File: config.mk
export PLATFORM = sky130hd
export DESIGN_NAME = seq_calc_unit
export DESIGN_NICKNAME = d
export VERILOG_FILES = /design/src/rtl/seq_calc_pkg.sv /design/src/rtl/seq_calc_div_step.sv /design/src/rtl/seq_calc_unit.sv
export SDC_FILE = /design/constraint.sdc
export NUM_CORES = 1
export LEC_CHECK = 0
export CAP_MARGIN = 20
export CELL_PAD_IN_SITES_DETAIL_PLACEMENT = 2
export CELL_PAD_IN_SITES_GLOBAL_PLACEMENT = 2
export CORE_UTILIZATION = 24
export CTS_CLUSTER_DIAMETER = 100
export DETAILED_ROUTE_END_ITERATION = 16
export HOLD_SLACK_MARGIN = 0.05
export PLACE_DENSITY = 0.71
export SYNTH_ARGS = -nofsm -noshare
export SYNTH_HDL_FRONTEND = slang
export SYNTH_SLANG_ARGS = --single-unit
File: constraint.sdc
create_clock -name clk -period 3.3 [get_ports clk]
set_clock_uncertainty 0.05 [all_clocks]
set_input_delay 0.495 -clock clk [delete_from_list [all_inputs] [get_ports clk]]
set_output_delay 0.495 -clock clk [all_outputs]
set_load 0.01 [all_outputs]
File: src/rtl/seq_calc_pkg.sv
// Shared types and constants for the sequential add/sub/mul/div unit.
package seq_calc_pkg;

   localparam int DEFAULT_DATA_W = 8;

   typedef enum logic [1:0] {
      IDLE = 2'd0,
      RUN  = 2'd1,
      DONE = 2'd2
   } state_t;

   // Step counter width; at least one bit even for the narrowest unit.
   function automatic int cnt_width(input int data_w);
      return (data_w <= 2) ? 1 : $clog2(data_w);
   endfunction

endpackage

File: src/rtl/seq_calc_div_step.sv
// One combinational restoring-division step: shift in a dividend bit, trial
// subtract the divisor, keep the difference only when it did not go negative.
module seq_calc_div_step
   import seq_calc_pkg::*;
#(
   parameter int DATA_W = DEFAULT_DATA_W
) (
   input  logic [DATA_W-1:0] rem,
   input  logic              next_bit,
   input  logic [DATA_W-1:0] divisor,
   output logic [DATA_W-1:0] new_rem,
   output logic              q_bit
);

   logic [DATA_W:0] shifted;
   logic [DATA_W:0] diff;

   always_comb begin
      shifted = {rem, next_bit};
      diff    = shifted - {1'b0, divisor};
      // The extra top bit acts as the borrow: set means the trial went negative.
      q_bit   = ~diff[DATA_W];
      new_rem = q_bit ? diff[DATA_W-1:0] : shifted[DATA_W-1:0];
   end

endmodule

File: src/rtl/seq_calc_unit.sv
// Multi-cycle add/sub/shift-add mul/restoring div unit behind a start/done handshake.
// Optional remainder output port enabled by SEQ_CALC_REMAINDER_EN.
module seq_calc_unit
   import seq_calc_pkg::*;
#(
   parameter int DATA_W = DEFAULT_DATA_W
) (
   input  logic              clk,
   input  logic              reset,
   input  logic              i_run,
   input  logic [DATA_W-1:0] i_value_a,
   input  logic [DATA_W-1:0] i_value_b,
   output logic              o_idle,
   output logic              o_running,
   output logic              o_done,
   output logic [DATA_W-1:0] o_value_add,
   output logic [DATA_W-1:0] o_value_sub,
   output logic [DATA_W-1:0] o_value_mul,
   output logic [DATA_W-1:0] o_value_div,
`ifdef SEQ_CALC_REMAINDER_EN
   output logic [DATA_W-1:0] o_value_rem,
`endif
   output logic              o_div_by_zero
);

   localparam int              CW   = cnt_width(DATA_W);
   localparam logic [CW-1:0]   LAST = CW'(DATA_W - 1);

   state_t state_reg, state_next;

   logic [CW-1:0]     cnt_reg;
   logic [DATA_W-1:0] mcand_reg;
   logic [DATA_W-1:0] mplier_reg;
   logic [DATA_W-1:0] divisor_reg;
   logic [DATA_W-1:0] prod_reg;
   logic [DATA_W-1:0] rem_reg;
   logic [DATA_W-1:0] quo_reg;
   logic [DATA_W-1:0] add_reg;
   logic [DATA_W-1:0] sub_reg;
   logic              dz_reg;

   logic [DATA_W-1:0] out_add_reg;
   logic [DATA_W-1:0] out_sub_reg;
   logic [DATA_W-1:0] out_mul_reg;
   logic [DATA_W-1:0] out_div_reg;
   logic [DATA_W-1:0] out_rem_reg;
   logic              out_dz_reg;
   logic              done_reg;

   logic [DATA_W-1:0] step_rem;
   logic              step_q;

   seq_calc_div_step #(
      .DATA_W (DATA_W)
   ) u_div_step (
      .rem      (rem_reg),
      .next_bit (quo_reg[DATA_W-1]),
      .divisor  (divisor_reg),
      .new_rem  (step_rem),
      .q_bit    (step_q)
   );

   always_ff @(posedge clk) begin
      if (reset) begin
         state_reg <= IDLE;
      end else begin
         state_reg <= state_next;
      end
   end

   always_comb begin
      state_next = state_reg;
      case (state_reg)
         IDLE:    if (i_run) state_next = RUN;
         RUN:     if (cnt_reg == LAST) state_next = DONE;
         DONE:    state_next = IDLE;
         default: state_next = IDLE;
      endcase
   end

   always_ff @(posedge clk) begin
      if (reset) begin
         cnt_reg     <= '0;
         mcand_reg   <= '0;
         mplier_reg  <= '0;
         divisor_reg <= '0;
         prod_reg    <= '0;
         rem_reg     <= '0;
         quo_reg     <= '0;
         add_reg     <= '0;
         sub_reg     <= '0;
         dz_reg      <= 1'b0;
      end else begin
         case (state_reg)
            IDLE: begin
               if (i_run) begin
                  add_reg     <= i_value_a + i_value_b;
                  sub_reg     <= i_value_a - i_value_b;
                  mcand_reg   <= i_value_a;
                  mplier_reg  <= i_value_b;
                  divisor_reg <= i_value_b;
                  prod_reg    <= '0;
                  rem_reg     <= '0;
                  quo_reg     <= i_value_a;
                  cnt_reg     <= '0;
                  dz_reg      <= (i_value_b == '0);
               end
            end
            RUN: begin
               // Multiplier consumed LSB first against a left-shifting multiplicand.
               if (mplier_reg[0]) begin
                  prod_reg <= prod_reg + mcand_reg;
               end
               mcand_reg  <= mcand_reg << 1;
               mplier_reg <= mplier_reg >> 1;
               rem_reg    <= step_rem;
               quo_reg    <= {quo_reg[DATA_W-2:0], step_q};
               cnt_reg    <= (cnt_reg == LAST) ? '0 : cnt_reg + 1'b1;
            end
            default: ;
         endcase
      end
   end

   // Results are published from DONE so the outputs stay stable while the next
   // request is being worked on.
   always_ff @(posedge clk) begin
      if (reset) begin
         out_add_reg <= '0;
         out_sub_reg <= '0;
         out_mul_reg <= '0;
         out_div_reg <= '0;
         out_rem_reg <= '0;
         out_dz_reg  <= 1'b0;
         done_reg    <= 1'b0;
      end else begin
         done_reg <= (state_reg == DONE);
         if (state_reg == DONE) begin
            out_add_reg <= add_reg;
            out_sub_reg <= sub_reg;
            out_mul_reg <= prod_reg;
            out_div_reg <= quo_reg;
            out_rem_reg <= rem_reg;
            out_dz_reg  <= dz_reg;
         end
      end
   end

   assign o_idle        = (state_reg == IDLE);
   assign o_running     = (state_reg == RUN);
   assign o_done        = done_reg;
   assign o_value_add   = out_add_reg;
   assign o_value_sub   = out_sub_reg;
   assign o_value_mul   = out_mul_reg;
   assign o_value_div   = out_div_reg;
   assign o_div_by_zero = out_dz_reg;
`ifdef SEQ_CALC_REMAINDER_EN
   assign o_value_rem   = out_rem_reg;
`else
   logic unused_rem;
   assign unused_rem = ^out_rem_reg;
`endif

endmodule
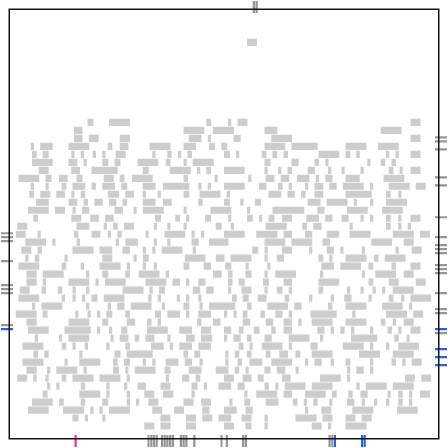
Figure 1: run 1, I/O pins on the die edge.
Pins as bars across the die edge, other pins in grey.
| port | colour | pins | direction | edge |
|---|---|---|---|---|
| clk | magenta | 1 | input | bottom |
| o_value_add | blue | 8 | output | 4 right, 3 bottom, 1 left |
all pins by edge: 23 bottom, 21 right, 9 left, 2 top
overall die height: 146 µm
width of the die: 146 µm
number of I/O port buffers: 54

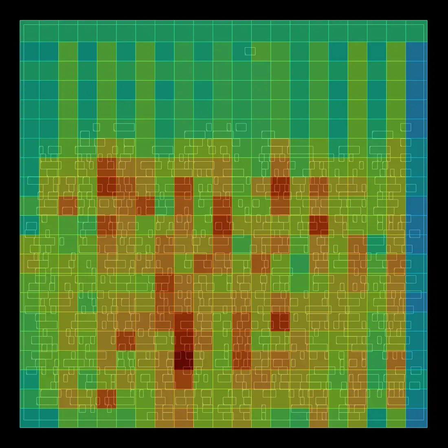
Figure 2: run 1, routing congestion map.
met1 Track Usage GR: 0.188
share of the core filled with cells in the final layout: 0.301
met2 demand-to-capacity share in global routing: 0.272
global router's overall resource usage: 0.153

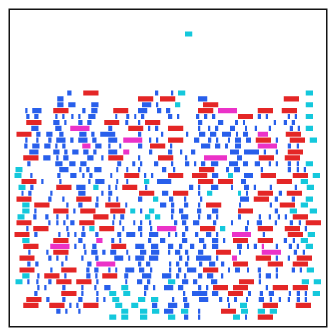
Figure 3: run 1, cell classes on the final placement.
| class | colour | cells |
|---|---|---|
| clock drivers and dummy loads | magenta | 16 |
| all other logic | blue | 473 |
| other buffers and delay cells | cyan | 66 |
| flip-flops | red | 102 |
Site Rows: 52
fin area: 6080 µm²
sequential cell area share: 0.336
Core Box Area: 20,200 µm²

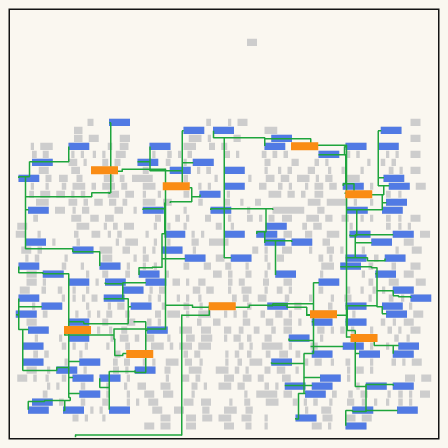
Figure 4: run 1, clock distribution.
[flip-flops] blue | count: 102
[clock wires] green | length: 1,450 µm
[cells driving clock nets] orange | count: 9
routed clock nets: 10
clock group power: 1120 µW
proportion of power drawn by the clock network: 0.349
worst-skew pair later-pin latency: 360 ps

==> impl_metrics.toml, run 1 <==
# implementation run metrics
[run_status]
run_status = "finished, final reports clean"

[clock_tree]
clk_pin_slew_ps = 70
post_cts_resized = 0
cts_max_level = 3
cts_tree = "done"
holdBufCountCts = 0
cts.root.buffer_cell = "clkbuf_16"
cts_inserted_buffers = 9
maximum_buffer_depth_of_the_clock_tree = 2
post-cts-setup-buffers = 0
cts_sinks = 102

[final_layout]
final.signal_inverter_count = 29
multi_input_logic_area_um2 = 2660
nFlopsAndLatches = 102
multi_input_comb_cells = 444
dominant-cell-class = "logic gates"
final_layout_top_logic_cells = "nand2_1 (154), dfxtp_1 (102), a21oi_1 (68), clkdlybuf4s50_1 (53), ha_1 (31)"
area_share_nonclk_buffers = 0.103
final_common_cell = "nand2_1"
antenna_cells = 0
multi_input_gate_share_of_total_cell_area = 0.437
drive_above_1_share = 0.0609
fill_cells = 2318
layout.clock_buffers = 11
layout.clock.cell_area_share = 0.0508
finalNetCount = 706
nNonClkBuffers = 66
seqCellArea_um2 = 2040
area.growth.synth_to_final_pct = 22.8

[pwr]
power.density_cell_area_nw_per_um2 = 529
combinationalPowerShare = 0.230
swShare = 0.309
design_power_total_uw = 3210
power.ir.vdd_worst_uv = 279
static-leakage-power_uw = 0.00224
p_switching_uw = 992
seq_power_share = 0.421
p_int_uw = 2220

[route]
route.vias.total = 4390
drt_iter0_drc = 142
vias_per_cell = 4.74
drtPass1Iterations = 4
routedWlPerCell_um = 16.8
ant_nets = 0
wirelength_um = 15600
drc_errors = 0

[worst_setup_path]
worst_setup_start_kind = "flip-flop"
largest_delay_contributor_family_on_the_critical_path = "simple AND/OR/NAND/NOR gates"
r2r_cells = 9
worst_path_fanout_max = 10
regToRegSetupSlack_ps = 450
slowest_delay_ps = 500
criticalPathCategory = "flip-flop to flip-flop"
timing.critical_path.required_ps = 3500
crit_end_category = "flip-flop"
arrival_ps = 3050
crit_buf_inv = 1
crit_path_max_delay_cell_type = "or2_1"
timing.rr.start = "quo_reg[7]"
timing.critical_path.cells = "inv_1 > ha_1 > fa_1 > nand2b_1 > a211oi_2 > mux2i_1 > or2_1 > a21oi_2 > a22o_2"
r2r-end = "rem_reg[0]"

[logic_synthesis]
number_of_synthesized_flops_with_an_enable_pin = 0
ys_dominant_reg_cell = "dfxtp_1"
yosysWarningCount = 0
syn-instance-count = 611
fp_nets = 665
common_cells = "nand2_1 (154), dfxtp_1 (102), a21oi_1 (68)"
post_synth_arst_share = 0
ys_chip_area_um2 = 4950
largest_area_cell = "dfxtp_1"
yosys-stat-cells = 611
top_cells_by_area = "dfxtp_1 (41%), nand2_1 (12%), ha_1 (7.8%)"
postSynthAreaPerCell_um2 = 8.11
synth_cell_types = 61
synth_area_um2 = 4950
ys_seq_frac = 0.412
synth.most_common_cell = "nand2_1"
yosys_register_bits = 102
post-synth-top-area-fraction = 0.412

[place]
post_place_setup_slack_ps = 279
place_hpwl_um = 12000
post_dp_cell_area_um2 = 5770
globalplace.congestion = 0.788

[sta]
rsz0062_at_grt = "false"
worst_slew_pin_slew_ps = 776
slew_headroom = 0.482
period_needed_ps = 2850
timing.final.hold_violations = 0
timing.final.setup_violations = 0
layout_setup_ws_ps = 453
setup_total_negative_slack_ps = 0
slew_violations = 0
min_period_over_period = 0.863
max_clock_freq_mhz = 351

[run]
max_cap_violations = 0
openroad_warning_count = 33

[global_route]
first_global_vias = 4774
grt_max_degree = 55
grt.overflow.total = 0
grt_antenna_before_repair = 0
global_route_layer_with_the_greatest_usage = "met2"
globalRouteMet3Util = 0.0270
grt_pass1_wl_um = 25600

[floorplanning]
num_io_pins = 55
floorplan.initialDensity = 0.245
tap_cell_instance_count = 270
floorplan.die_area_um2 = 21200

[worst_hold_path]
min_from = "o_value_mul[6]"
worstHoldPathCells = 2
min_delay_worst_endpoint = "o_value_mul[6]"
hold_path_class = "flip-flop to flip-flop"
## run 1: worst reg2reg max path: stages (launching register included)
cell      delay [ps]
dfxtp_1          390
inv_1             60
ha_1             200
fa_1             410
nand2b_1         220
a211oi_2         220
mux2i_1          310
or2_1            500
a21oi_2          130
a22o_2           240
## run 1: worst max path at each step
stage,start,endpoint,slack [ps],cells after the start
final,quo_reg[7],rem_reg[0],450,9
after CTS,quo_reg[7],rem_reg[0],460,9
after floorplan,quo_reg[7],rem_reg[0],980,10
after global routing,quo_reg[7],rem_reg[4],270,9
after detailed placement,i_value_a[0],sub_reg[6],280,10
after global placement,i_value_a[0],sub_reg[6],410,10
## run 1: cell families after synthesis
kind of cell	Yosys count	synth area share
and+or+nand+nor	233	0.205
AOI/OAI and AO/OA	153	0.193
DFF	102	0.412
buffers and inverters	65	0.0530
adders and majority gates	35	0.0944
xor gates and xnor gates	16	0.0283
muxes	7	0.0141
## run 1: metrics by stage
step / hold WS [ps] / std cells / util
after floorplan: 379 / 611 / -
after CTS: 409 / 927 / 0.301
final: 404 / 927 / 0.301
after global routing: 431 / 927 / 0.301
after detailed placement: 399 / 911 / 0.285
after global placement: 395 / 911 / 0.285
## run 1: layer usage
layer | part of all wire | vias to the layer above
met5 | 0 | -
met4 | 0.013 | 0
met3 | 0.023 | 12
met2 | 0.49 | 52
met1 | 0.47 | 2158
li1 | - | 2168
## run 1: power by group through the flow
stage / clock network, µW / registers [µW] / logic [µW]
floorplan: 0 / 1360 / 563
global placement: 0 / 1380 / 702
detailed placement: 0 / 1380 / 738
CTS: 1170 / 1350 / 751
global route: 1210 / 1360 / 819
finish: 1120 / 1350 / 740
==> run 2: changes to the inputs <==
CAP_MARGIN = not set   (was 20)
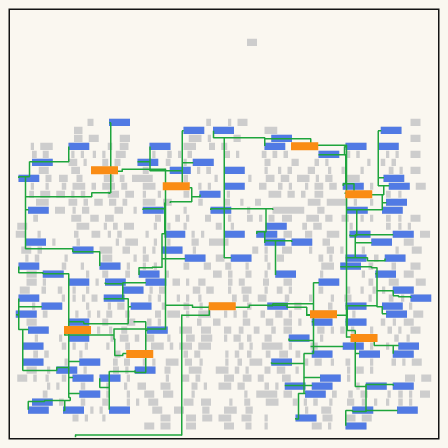
Figure 5: run 2, clock distribution.
[clock wires] green | length: 1,450 µm
[cells driving clock nets] orange | count: 9
[flip-flops] blue | count: 102
routed clock nets: 10

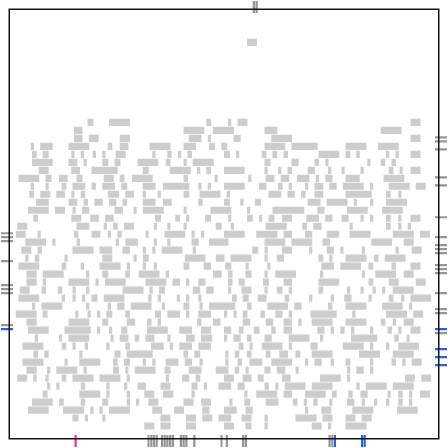
Figure 6: run 2, I/O pins on the die edge.
Pins as bars across the die edge, other pins in grey.
| port | colour | pins | direction | edge |
|---|---|---|---|---|
| o_value_add | blue | 8 | output | 4 right, 3 bottom, 1 left |
| clk | magenta | 1 | input | bottom |

==> impl_metrics.toml, run 2 <==
# implementation run metrics
[clock_tree]
holdBufCountCts = 0
cts_max_level = 3
clk_pin_slew_ps = 70
post_cts_resized = 0
post-cts-setup-buffers = 0
cts_tree = "done"
clock.latency.late_pin_ps = 360
cts_inserted_buffers = 9
cts.root.buffer_cell = "clkbuf_16"
cts_sinks = 102
maximum_buffer_depth_of_the_clock_tree = 2

[route]
vias_per_cell = 4.74
drc_errors = 0
drtPass1Iterations = 4
wirelength_um = 15600
ant_nets = 0
drt_iter0_drc = 142
routedWlPerCell_um = 16.8
route.vias.total = 4390

[worst_setup_path]
timing.critical_path.required_ps = 3500
r2r_cells = 9
regToRegSetupSlack_ps = 450
timing.rr.start = "quo_reg[7]"
worst_setup_start_kind = "flip-flop"
worst_path_fanout_max = 10
criticalPathCategory = "flip-flop to flip-flop"
arrival_ps = 3050
crit_end_category = "flip-flop"

[pwr]
power.ir.vdd_worst_uv = 279
p_int_uw = 2220
swShare = 0.309
design_power_total_uw = 3210
p_switching_uw = 992
power.density_cell_area_nw_per_um2 = 529
seq_power_share = 0.421
combinationalPowerShare = 0.230
static-leakage-power_uw = 0.00224
power.clock.fraction = 0.349

[final_layout]
final_common_cell = "nand2_1"
share_of_the_core_filled_with_cells_in_the_final_layout = 0.301
fill_cells = 2318
fin_area_um2 = 6080
antenna_cells = 0
final_cell_count_no_fill = 927
area.growth.synth_to_final_pct = 22.8
final_layout_top_logic_cells = "nand2_1 (154), dfxtp_1 (102), a21oi_1 (68), clkdlybuf4s50_1 (53), ha_1 (31)"
drive_above_1_share = 0.0609
finalNetCount = 706

[logic_synthesis]
largest_area_cell = "dfxtp_1"
number_of_synthesized_flops_with_an_enable_pin = 0
synth_cell_types = 61
yosysWarningCount = 0
ys_sh_xor = 0.0283
adder_share = 0.0944
top_cells_by_area = "dfxtp_1 (41%), nand2_1 (12%), ha_1 (7.8%)"
post-synth-top-area-fraction = 0.412
synth_area_um2 = 4950
ys_dominant_reg_cell = "dfxtp_1"
ys_sh_mux = 0.0141
post_synth_arst_share = 0
synth.most_common_cell = "nand2_1"
ys_sh_aoi = 0.193
postSynthAreaPerCell_um2 = 8.11
top_logic_kind = "simple AND/OR/NAND/NOR gates"
common_cells = "nand2_1 (154), dfxtp_1 (102), a21oi_1 (68)"
syn-instance-count = 611
ys_seq_frac = 0.412
ys_chip_area_um2 = 4950
yosys-stat-cells = 611
synthSimpleGateAreaFrac = 0.205

[floorplanning]
die_h_um = 146
floorplan.die_area_um2 = 21200
floorplan.initialDensity = 0.245
die_x_um = 146
fp-row-count = 52
num_io_pins = 55
floorplan.core_area_um2 = 20200

[sta]
slew_violations = 0
layout_setup_ws_ps = 453
period_needed_ps = 2850
timing.final.hold_violations = 0
rsz0062_at_grt = "false"
worst_slew_pin_slew_ps = 776
slew_headroom = 0.482
timing.final.setup_violations = 0
hold_slack_ps = 404
min_period_over_period = 0.863
max_clock_freq_mhz = 351
setup_total_negative_slack_ps = 0

[run]
openroad_warning_count = 33
max_cap_violations = 0

[place]
portBuffers = 54
post_dp_cell_area_um2 = 5770
post_place_setup_slack_ps = 279
place_hpwl_um = 12000
globalplace.congestion = 0.788
dpl.cell_count = 911

[run_status]
run_status = "finished, final reports clean"

[global_route]
grt_pass1_wl_um = 25600
grt_antenna_before_repair = 0
grt.total_usage = 0.153

[worst_hold_path]
min_delay_worst_endpoint = "o_value_mul[6]"
hold_path_class = "flip-flop to flip-flop"
min_from = "o_value_mul[6]"
worstHoldPathCells = 2
==> run 2: cell counts after synthesis <==
Identical to the previous run, type by type.
==> run 2: cells by family (layout without fill, tap and decap cells) <==
kind of cell	after synthesis	count (layout)
fa+ha+maj	35	35
flops	102	102
mux	7	7
buf+inv	65	111
compound gates	153	153
simple gates	233	233
xor+xnor	16	16
==> run 2: metal layers <==
metal  vias up  share of wire  track usage
met2        52           0.49        0.272
met4         0          0.013       0.0426
met5         -              0            0
li1       2168              -            -
met3        12          0.023       0.0270
met1      2158           0.47        0.188
==> run 2: cell type report <==
type,count,area [µm²],share of cell area
Clock buffer,11,243,0.0399
Multi-Input combinational cell,444,2660,0.437
Tap cell,270,338,0.0555
Sequential cell,102,2040,0.336
Inverter,29,109,0.0179
Timing Repair Buffer,66,626,0.103
Clock inverter,5,66.3,0.0109
==> run 2: worst max path at each step <==
stage	startpoint	endpoint	slack (ps)	depth (start not counted)
floorplan	quo_reg[7]	rem_reg[0]	980	10
global placement	i_value_a[0]	sub_reg[6]	410	10
detailed placement	i_value_a[0]	sub_reg[6]	280	10
CTS	quo_reg[7]	rem_reg[0]	460	9
global route	quo_reg[7]	rem_reg[4]	270	9
finish	quo_reg[7]	rem_reg[0]	450	9
==> run 2: power groups by stage <==
stage                     logic, µW  clock network [µW]  registers (µW)
after global placement          702                   0            1380
after global routing            819                1210            1360
after detailed placement        738                   0            1380
after CTS                       751                1170            1350
final                           740                1120            1350
after floorplan                 563                   0            1360
==> run 2: critical path, cell delays in order, from the launching register on <==
cell      delay [ps]
dfxtp_1          390
inv_1             60
ha_1             200
fa_1             410
nand2b_1         220
a211oi_2         220
mux2i_1          310
or2_1            500
a21oi_2          130
a22o_2           240
==> run 3: changes to the inputs <==
TNS_END_PERCENT = 5   (was not set)
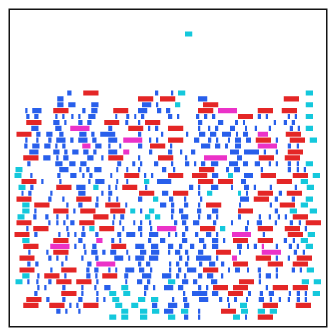
Figure 7: run 3, cell classes on the final placement.
| class | colour | cells |
|---|---|---|
| all other logic | blue | 473 |
| clock drivers and dummy loads | magenta | 16 |
| flip-flops | red | 102 |
| other buffers and delay cells | cyan | 66 |

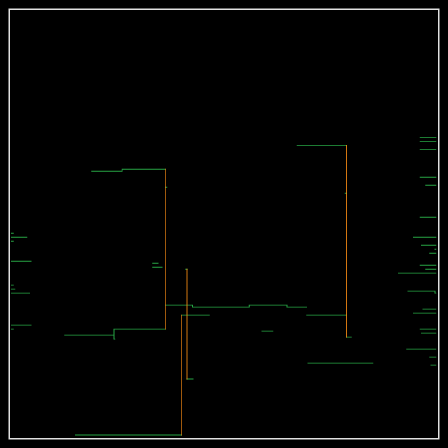
Figure 8: run 3, routed metal, one colour a layer.
Only two layers are drawn.
| layer | colour | wire length |
|---|---|---|
| met3 | green | 365 µm |
| met4 | orange | 198 µm |
detailed-route via count: 4,390
Routed WL: 15,600 µm
routed length per placed instance: 16.8 µm

==> impl_metrics.toml, run 3 <==
# implementation run metrics
[sta]
min_period_over_period = 0.863
setup_total_negative_slack_ps = 0
period_needed_ps = 2850
slew_headroom = 0.482
hold_slack_ps = 404
timing.final.hold_violations = 0
rsz0062_at_grt = "false"
worst_slew_pin_slew_ps = 776
timing.final.setup_violations = 0
slew_violations = 0
max_clock_freq_mhz = 351

[logic_synthesis]
top_cells_by_area = "dfxtp_1 (41%), nand2_1 (12%), ha_1 (7.8%)"
ys_chip_area_um2 = 4950
top_logic_kind = "simple AND/OR/NAND/NOR gates"
yosysWarningCount = 0
adder_share = 0.0944
postSynthAreaPerCell_um2 = 8.11
largest_area_cell = "dfxtp_1"
synth.most_common_cell = "nand2_1"
ys_seq_frac = 0.412
synth_area_um2 = 4950
synthSimpleGateAreaFrac = 0.205
number_of_synthesized_flops_with_an_enable_pin = 0
ys_sh_mux = 0.0141
ys_sh_aoi = 0.193
syn-instance-count = 611
ys_sh_xor = 0.0283
post-synth-top-area-fraction = 0.412
synth_cell_types = 61
yosys-stat-cells = 611
fp_nets = 665
post_synth_arst_share = 0
ys_dominant_reg_cell = "dfxtp_1"
yosys_register_bits = 102
common_cells = "nand2_1 (154), dfxtp_1 (102), a21oi_1 (68)"

[clock_tree]
cts_tree = "done"
cts_inserted_buffers = 9
post_cts_resized = 0
cts_sinks = 102
post-cts-setup-buffers = 0
cts_max_level = 3
clk_pin_slew_ps = 70
cts.root.buffer_cell = "clkbuf_16"
maximum_buffer_depth_of_the_clock_tree = 2
clock.latency.late_pin_ps = 360
holdBufCountCts = 0

[floorplanning]
fp-row-count = 52
floorplan.core_area_um2 = 20200
floorplan.die_area_um2 = 21200
die_h_um = 146
die_x_um = 146
floorplan.initialDensity = 0.245
num_io_pins = 55

[global_route]
grt_max_degree = 55
grt_pass1_wl_um = 25600
grt_antenna_before_repair = 0
grt.total_usage = 0.153
grt.overflow.total = 0
first_global_vias = 4774

[pwr]
static-leakage-power_uw = 0.00224
swShare = 0.309
combinationalPowerShare = 0.230
p_int_uw = 2220
seq_power_share = 0.421
power.clock.fraction = 0.349
power.density_cell_area_nw_per_um2 = 529
p_switching_uw = 992
power.ir.vdd_worst_uv = 279
design_power_total_uw = 3210

[worst_setup_path]
arrival_ps = 3050
worst_path_fanout_max = 10
timing.critical_path.required_ps = 3500
criticalPathCategory = "flip-flop to flip-flop"
worst_setup_start_kind = "flip-flop"
crit_end_category = "flip-flop"

[final_layout]
share_of_the_core_filled_with_cells_in_the_final_layout = 0.301
seqCellArea_um2 = 2040
multi_input_logic_area_um2 = 2660
drive_above_1_share = 0.0609
final_layout_top_logic_cells = "nand2_1 (154), dfxtp_1 (102), a21oi_1 (68), clkdlybuf4s50_1 (53), ha_1 (31)"
area.growth.synth_to_final_pct = 22.8
fill_cells = 2318
finalNetCount = 706
antenna_cells = 0
final_common_cell = "nand2_1"

[place]
place_hpwl_um = 12000
portBuffers = 54
globalplace.congestion = 0.788

[route]
ant_nets = 0
drtPass1Iterations = 4
drc_errors = 0
drt_iter0_drc = 142
vias_per_cell = 4.74

[run_status]
run_status = "finished, final reports clean"

[worst_hold_path]
hold_path_class = "flip-flop to flip-flop"

[run]
max_cap_violations = 0
openroad_warning_count = 33
## run 3: cell counts in the layout (fill, tap and decap cells not counted)
No cell type changed its count.
## run 3: cells by family after synthesis
family                     after synthesis
and+or+nand+nor                        233
AOI/OAI and AO/OA                      153
DFF                                    102
buffers and inverters                   65
adders and majority gates               35
xor gates and xnor gates                16
muxes                                    7
## run 3: power by group through the flow
stage,Clock (µW),Sequential [µW],Combinational (µW)
CTS,1170,1350,751
finish,1120,1350,740
global placement,0,1380,702
detailed placement,0,1380,738
global route,1210,1360,819
floorplan,0,1360,563
## run 3: critical path, cell delays in order, from the launching register on
cell and delay [ps]:
dfxtp_1 390, inv_1 60, ha_1 200, fa_1 410, nand2b_1 220, a211oi_2 220
mux2i_1 310, or2_1 500, a21oi_2 130, a22o_2 240
## run 3: routing by layer
layer,global-route usage,vias up,part of all wire,wire length (µm)
met5,0,-,0,0
met1,0.188,2158,0.47,7410
met3,0.0270,12,0.023,365
li1,-,2168,-,-
met4,0.0426,0,0.013,197
met2,0.272,52,0.49,7630
## run 3: worst paths after layout
check,startpoint,end,slack (ps),cells past startpoint
worst min register to register,o_value_mul[6],o_value_mul[6],400,2
worst max register to register,quo_reg[7],rem_reg[0],450,9
worst min-delay path,o_value_mul[6],o_value_mul[6],400,2
worst max-delay path,quo_reg[7],rem_reg[0],450,9
## run 3: area by class of cell
class                   instances  share of cell area
clock buffers                  11              0.0399
flip-flops and latches        102               0.336
well taps                     270              0.0555
clock inverters                 5              0.0109
multi-input cells             444               0.437
repair buffers                 66               0.103
inverters                      29              0.0179
## run 3: per-stage QoR
stage	instance area [µm²]	std cells	worst slack, ps
2_1_floorplan	4950	611	977
3_3_place_gp	5770	911	411
3_5_place_dp	5770	911	279
4_1_cts	6080	927	458
5_1_grt	6080	927	269
6_report	6080	927	453
Power figures rest on the tool's default switching activity, not on a simulated workload.
